<file path="src/rtl/axi4_lite_write_master.sv">
// AXI4-Lite write-channel initiator with a one-entry posted-write buffer.
// Store requests become AW/W/B transactions, strictly in order, with at most
// one transaction on the bus and at most one request waiting behind it.
module axi4_lite_write_master #(
   parameter int ADDR_WIDTH = 32,
   parameter int DATA_WIDTH = 32
) (
   input  logic                  clk,
   input  logic                  rst,
   input  logic                  write_req,
   output logic                  write_ready,
   input  logic [ADDR_WIDTH-1:0] write_addr,
   input  logic [DATA_WIDTH-1:0] write_data,
   input  logic [3:0]            write_strb,
   output logic                  write_done,
   output logic                  write_err,
   output logic                  write_idle,
   output logic [ADDR_WIDTH-1:0] M_AXI_AWADDR,
   output logic                  M_AXI_AWVALID,
   input  logic                  M_AXI_AWREADY,
   output logic [DATA_WIDTH-1:0] M_AXI_WDATA,
   output logic [3:0]            M_AXI_WSTRB,
   output logic                  M_AXI_WVALID,
   input  logic                  M_AXI_WREADY,
   input  logic [1:0]            M_AXI_BRESP,
   input  logic                  M_AXI_BVALID,
   output logic                  M_AXI_BREADY
);

   localparam logic [1:0] S_IDLE = 2'd0;
   localparam logic [1:0] S_SEND = 2'd1;
   localparam logic [1:0] S_RESP = 2'd2;

   logic [1:0]            state_q, state_d;
   logic                  awvalid_q, awvalid_d;
   logic                  wvalid_q, wvalid_d;
   logic                  bready_q, bready_d;
   logic                  aw_done_q, aw_done_d;
   logic                  w_done_q, w_done_d;
   logic [ADDR_WIDTH-1:0] awaddr_q, awaddr_d;
   logic [DATA_WIDTH-1:0] wdata_q, wdata_d;
   logic [3:0]            wstrb_q, wstrb_d;
   logic                  done_q, done_d;
   logic                  err_q, err_d;
   logic                  ready_q, ready_d;
   logic                  pend_vld_q, pend_vld_d;
   logic [ADDR_WIDTH-1:0] pend_addr_q, pend_addr_d;
   logic [DATA_WIDTH-1:0] pend_data_q, pend_data_d;
   logic [3:0]            pend_strb_q, pend_strb_d;

   logic accept, aw_hs, w_hs, b_hs;
   logic start_req, start_pend, load_pend;

   assign accept = write_req && ready_q;
   assign aw_hs  = awvalid_q && M_AXI_AWREADY;
   assign w_hs   = wvalid_q && M_AXI_WREADY;
   assign b_hs   = bready_q && M_AXI_BVALID;

   // Next-state: channel tracking, pending buffer, and transaction launch
   always_comb begin
      state_d     = state_q;
      awvalid_d   = awvalid_q;
      wvalid_d    = wvalid_q;
      bready_d    = bready_q;
      aw_done_d   = aw_done_q;
      w_done_d    = w_done_q;
      awaddr_d    = awaddr_q;
      wdata_d     = wdata_q;
      wstrb_d     = wstrb_q;
      done_d      = 1'b0;
      err_d       = 1'b0;
      pend_vld_d  = pend_vld_q;
      pend_addr_d = pend_addr_q;
      pend_data_d = pend_data_q;
      pend_strb_d = pend_strb_q;
      start_req   = 1'b0;
      start_pend  = 1'b0;
      load_pend   = 1'b0;

      case (state_q)
         S_IDLE: begin
            if (accept) start_req = 1'b1;
         end
         S_SEND: begin
            // AW and W retire independently; VALID drops the cycle after its handshake
            if (aw_hs) begin
               awvalid_d = 1'b0;
               aw_done_d = 1'b1;
            end
            if (w_hs) begin
               wvalid_d = 1'b0;
               w_done_d = 1'b1;
            end
            if ((aw_done_q || aw_hs) && (w_done_q || w_hs)) begin
               state_d  = S_RESP;
               bready_d = 1'b1;
            end
            if (accept) load_pend = 1'b1;
         end
         S_RESP: begin
            if (b_hs) begin
               done_d   = 1'b1;
               err_d    = |M_AXI_BRESP;
               bready_d = 1'b0;
               // Chain straight into the next store with no IDLE bubble
               if (pend_vld_q)  start_pend = 1'b1;
               else if (accept) start_req  = 1'b1;
               else             state_d    = S_IDLE;
            end else if (accept) begin
               load_pend = 1'b1;
            end
         end
         default: begin
            state_d   = S_IDLE;
            awvalid_d = 1'b0;
            wvalid_d  = 1'b0;
            bready_d  = 1'b0;
         end
      endcase

      if (start_req || start_pend) begin
         state_d   = S_SEND;
         awvalid_d = 1'b1;
         wvalid_d  = 1'b1;
         aw_done_d = 1'b0;
         w_done_d  = 1'b0;
      end
      if (start_req) begin
         awaddr_d = write_addr;
         wdata_d  = write_data;
         wstrb_d  = write_strb;
      end
      if (start_pend) begin
         awaddr_d   = pend_addr_q;
         wdata_d    = pend_data_q;
         wstrb_d    = pend_strb_q;
         pend_vld_d = 1'b0;
      end
      if (load_pend) begin
         pend_vld_d  = 1'b1;
         pend_addr_d = write_addr;
         pend_data_d = write_data;
         pend_strb_d = write_strb;
      end

      // write_ready is registered: it reflects buffer occupancy of the next cycle
      ready_d = !pend_vld_d;
   end

   // State and output registers, synchronous reset abandons any transaction
   always_ff @(posedge clk) begin
      if (rst) begin
         state_q     <= S_IDLE;
         awvalid_q   <= 1'b0;
         wvalid_q    <= 1'b0;
         bready_q    <= 1'b0;
         aw_done_q   <= 1'b0;
         w_done_q    <= 1'b0;
         awaddr_q    <= '0;
         wdata_q     <= '0;
         wstrb_q     <= '0;
         done_q      <= 1'b0;
         err_q       <= 1'b0;
         ready_q     <= 1'b1;
         pend_vld_q  <= 1'b0;
         pend_addr_q <= '0;
         pend_data_q <= '0;
         pend_strb_q <= '0;
      end else begin
         state_q     <= state_d;
         awvalid_q   <= awvalid_d;
         wvalid_q    <= wvalid_d;
         bready_q    <= bready_d;
         aw_done_q   <= aw_done_d;
         w_done_q    <= w_done_d;
         awaddr_q    <= awaddr_d;
         wdata_q     <= wdata_d;
         wstrb_q     <= wstrb_d;
         done_q      <= done_d;
         err_q       <= err_d;
         ready_q     <= ready_d;
         pend_vld_q  <= pend_vld_d;
         pend_addr_q <= pend_addr_d;
         pend_data_q <= pend_data_d;
         pend_strb_q <= pend_strb_d;
      end
   end

   assign write_ready   = ready_q;
   assign write_done    = done_q;
   assign write_err     = err_q;
   assign write_idle    = (state_q == S_IDLE) && !pend_vld_q;
   assign M_AXI_AWADDR  = awaddr_q;
   assign M_AXI_AWVALID = awvalid_q;
   assign M_AXI_WDATA   = wdata_q;
   assign M_AXI_WSTRB   = wstrb_q;
   assign M_AXI_WVALID  = wvalid_q;
   assign M_AXI_BREADY  = bready_q;

endmodule

</file>
<file path="config.mk">
export PLATFORM = sky130hd
export DESIGN_NAME = axi4_lite_write_master
export DESIGN_NICKNAME = d
export VERILOG_FILES = /design/src/rtl/axi4_lite_write_master.sv
export SDC_FILE = /design/constraint.sdc
export NUM_CORES = 1
export LEC_CHECK = 0
export CORE_MARGIN = 10
export CORE_UTILIZATION = 35
export DETAILED_ROUTE_END_ITERATION = 10
export PLACE_DENSITY_LB_ADDON = 0.08
export SETUP_SLACK_MARGIN = 0.5
export SLEW_MARGIN = 20
export SYNTH_ARGS = -nofsm -noshare
export SYNTH_HDL_FRONTEND = slang
export SYNTH_SLANG_ARGS = --single-unit
</file>
<file path="constraint.sdc">
create_clock -name clk -period 4.3 [get_ports clk]
set_input_delay 1.29 -clock clk [delete_from_list [all_inputs] [get_ports clk]]
set_output_delay 1.29 -clock clk [all_outputs]
set_load 0.005 [all_outputs]
</file>
==> qor.yml <==
final_timing:
  worst_pin_slew_ns: 0.822
  drv_slew: 0
  fin_tns_setup_ns: 0
  fmax_mhz: 321
  min_period_ns: 3.11
  finalHoldViolCount: 0
  relSlewSlack: 0.452
  grt_setup_unrepaired: "false"
  finalCritPeriodShare: 0.723
  holdWs_ns: 0.455
  finalClockSkew_ns: 0.00889
  fin_ws_ns: 1.19
  setup_violations: 0
power_and_ir_drop:
  pg_comb_w: 0.000402
  ir_drop_mv: 0.259
  clkPwrFrac: 0.449
  power.switching_w: 0.000785
  comb_power_share: 0.118
  p_int_w: 0.00263
  powerClk_w: 0.00154
  power_w: 0.00342
  power_per_cell_area_nw_per_um2: 439
  p_sw_frac: 0.230
layout:
  stdcell_area_um2: 7790
  combGateArea_um2: 2350
  nets: 797
  layoutNonFillerInstCount: 947
  buffers: 161
  clk_share: 0.0792
  num-multi-input-gates: 385
  comb_share: 0.301
  design.seq.count: 147
  nClkBuffers: 18
  drive_above_1_share: 0.0971
  fill_cells: 1445
  n_antenna_cell: 0
  syn_to_final_growth_pct: 38.5
  final_cell_mix: "clkdlybuf4s50_1, dfxtp_1, nand2_1"
worst_setup_path:
  cp_data_arrival_time_ns: 1.82
  setup.worst_path.end: "write_idle"
  cp-start-kind: "register"
  endpoint_kind: "output port"
  path_class: "register to output port"
  critPathBufInv: 2
  r2r_start: "state_q[0]$_SDFFE_PP0P_"
  timing.reg2reg.setup_slack_ns: 2.20
  critical_path.max_stage_delay_ns: 0.55
  required_ns: 3.01
  crit_slowest_cell: "clkdlybuf4s50_1"
  r2r-end: "M_AXI_AWADDR[23]$_SDFFE_PP0P_"
  setup.worst_path.start: "state_q[0]$_SDFFE_PP0P_"
  cp.depth: 4
  reg2reg_depth: 7
  path_delay_family: "buffers and inverters"
  cp_max_fo: 6
  crit_chain: "inv_1, ha_1, nor2b_1, clkdlybuf4s50_1"
synth:
  synth_area_per_cell_um2: 9.67
  yosysCellCount: 582
  netlist_instances: 582
  synth_dominant_cell_count: "dfxtp_1"
  simple_gate_area_frac: 0.116
  syn_nets: 661
  mux_share: 0.00356
  synthTopCellsByCount: "dfxtp_1, nand2_1, a21oi_1"
  synthDominantCellAreaShare: 0.523
  ys.flop_type: "dfxtp_1"
  topCellsByArea: "dfxtp_1, nand2_1, a21o_1"
  compound_area_frac: 0.288
  synth.distinct_cells: 35
  largest_area_cell: "dfxtp_1"
  yosysWarnings: 0
  synth-edff-count: 0
  xor_area_frac: 0
drt:
  routed-wl-met2_um: 7630
  wl_met1_um: 7270
  vias_per_cell: 4.91
  vias: 4647
  wl_met3_um: 997
  wl_um: 16000
  ant_nets: 0
  highest_layer: "met4"
  first_pass_iters: 4
  drc: 0
floorplan:
  core_um2: 15800
  io_pins: 151
  fp.dieH_um: 147
  taps: 216
  fp.dieW_um: 147
place:
  dp_slack_ns: 1.06
  place_area_um2: 7180
  dp.cells: 915
  port_buffers: 150
  dpl.hpwl_um: 10500
  place.gp.congestion: 0.723
clocking:
  postCtsSetupRepairBufs: 0
  cts_resized: 0
  root_buffer: "clkbuf_16"
  ctsHtreeMaxLevel: 4
  numCtsBuffers: 17
  path_clk_slew_ns: 0.06
  clockBufferDepth: 2
  clk_latency_ns: 0.42
  cts.sinks: 147
run_status:
  status: "complete, no violations"
job:
  cap_violations: 0
  warning_count: 28
global_route:
  met2_usage: 0.244
  gr-total-overflow: 0
  grt_busiest_layer: "met2"
  grt_max_degree: 69
hold_path:
  hold_path.startpoint: "pend_data_q[12]$_SDFFE_PP0P_"
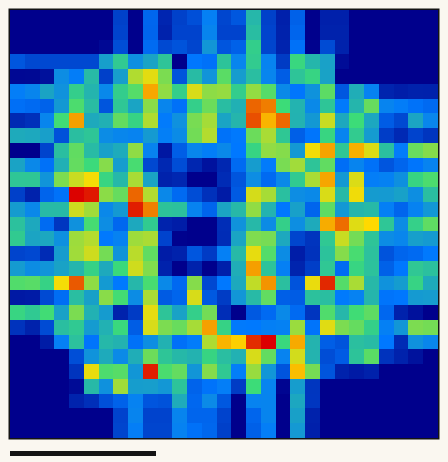
*Routed metal per tile*
Scale bar: 50 µm. The die is cut into 29 by 29 equal tiles; dark blue is low, red is high, scaled to the fullest tile. Values are wire area over tile area, all layers added.
fullest tile	0.39
nearly empty tiles	18%
densest ninth of the die	middle left
mean over tiles	0.12

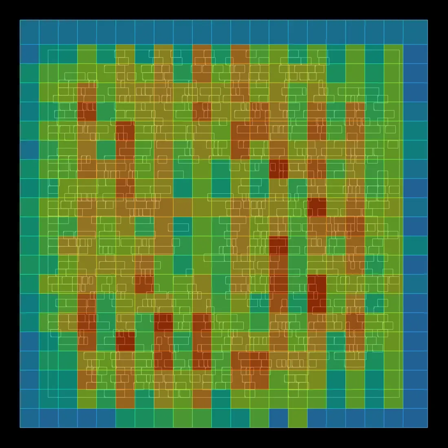
*Routing congestion map*
gr usage total: 0.149
met1 track demand over resource: 0.186
met3 Resource Use GR: 0.0418
final core occ: 0.492

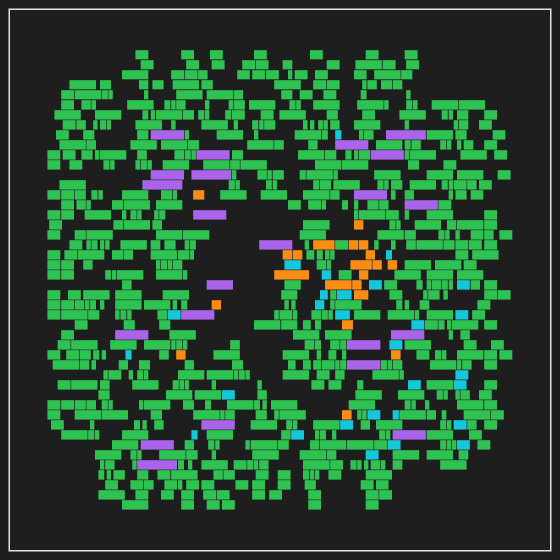
*Cell sizes after repair*
size	color	cells
drive 6 and up	purple	22
drive 3 to 4	orange	21
drive 1 or less	green	660
drive 2	cyan	28

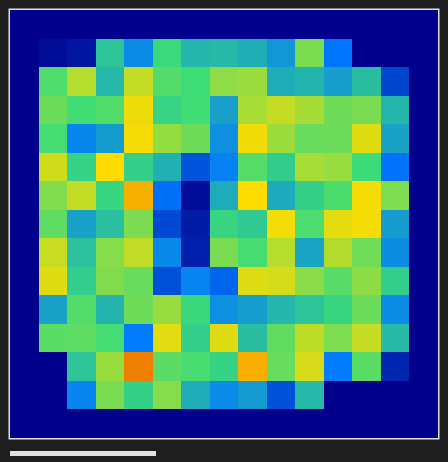
*Local utilization*
Scale bar: 50 µm. The die is cut into 15 by 15 equal tiles; dark blue is low, red is high, 0 to 100% covered.
fullest tile	85%
mean over tiles	35%
nearly empty tiles	28%
tiles over 75% full	1.8%

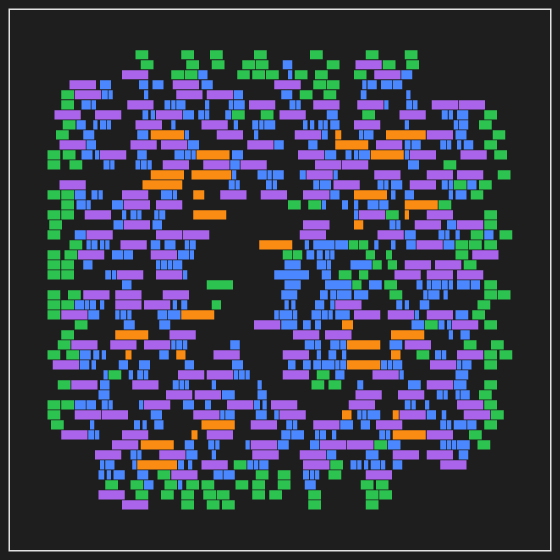
*Placement by cell class*
class	color	cells
all other logic	blue	391
flip-flops	purple	147
other buffers and delay cells	green	161
clock drivers and dummy loads	orange	32

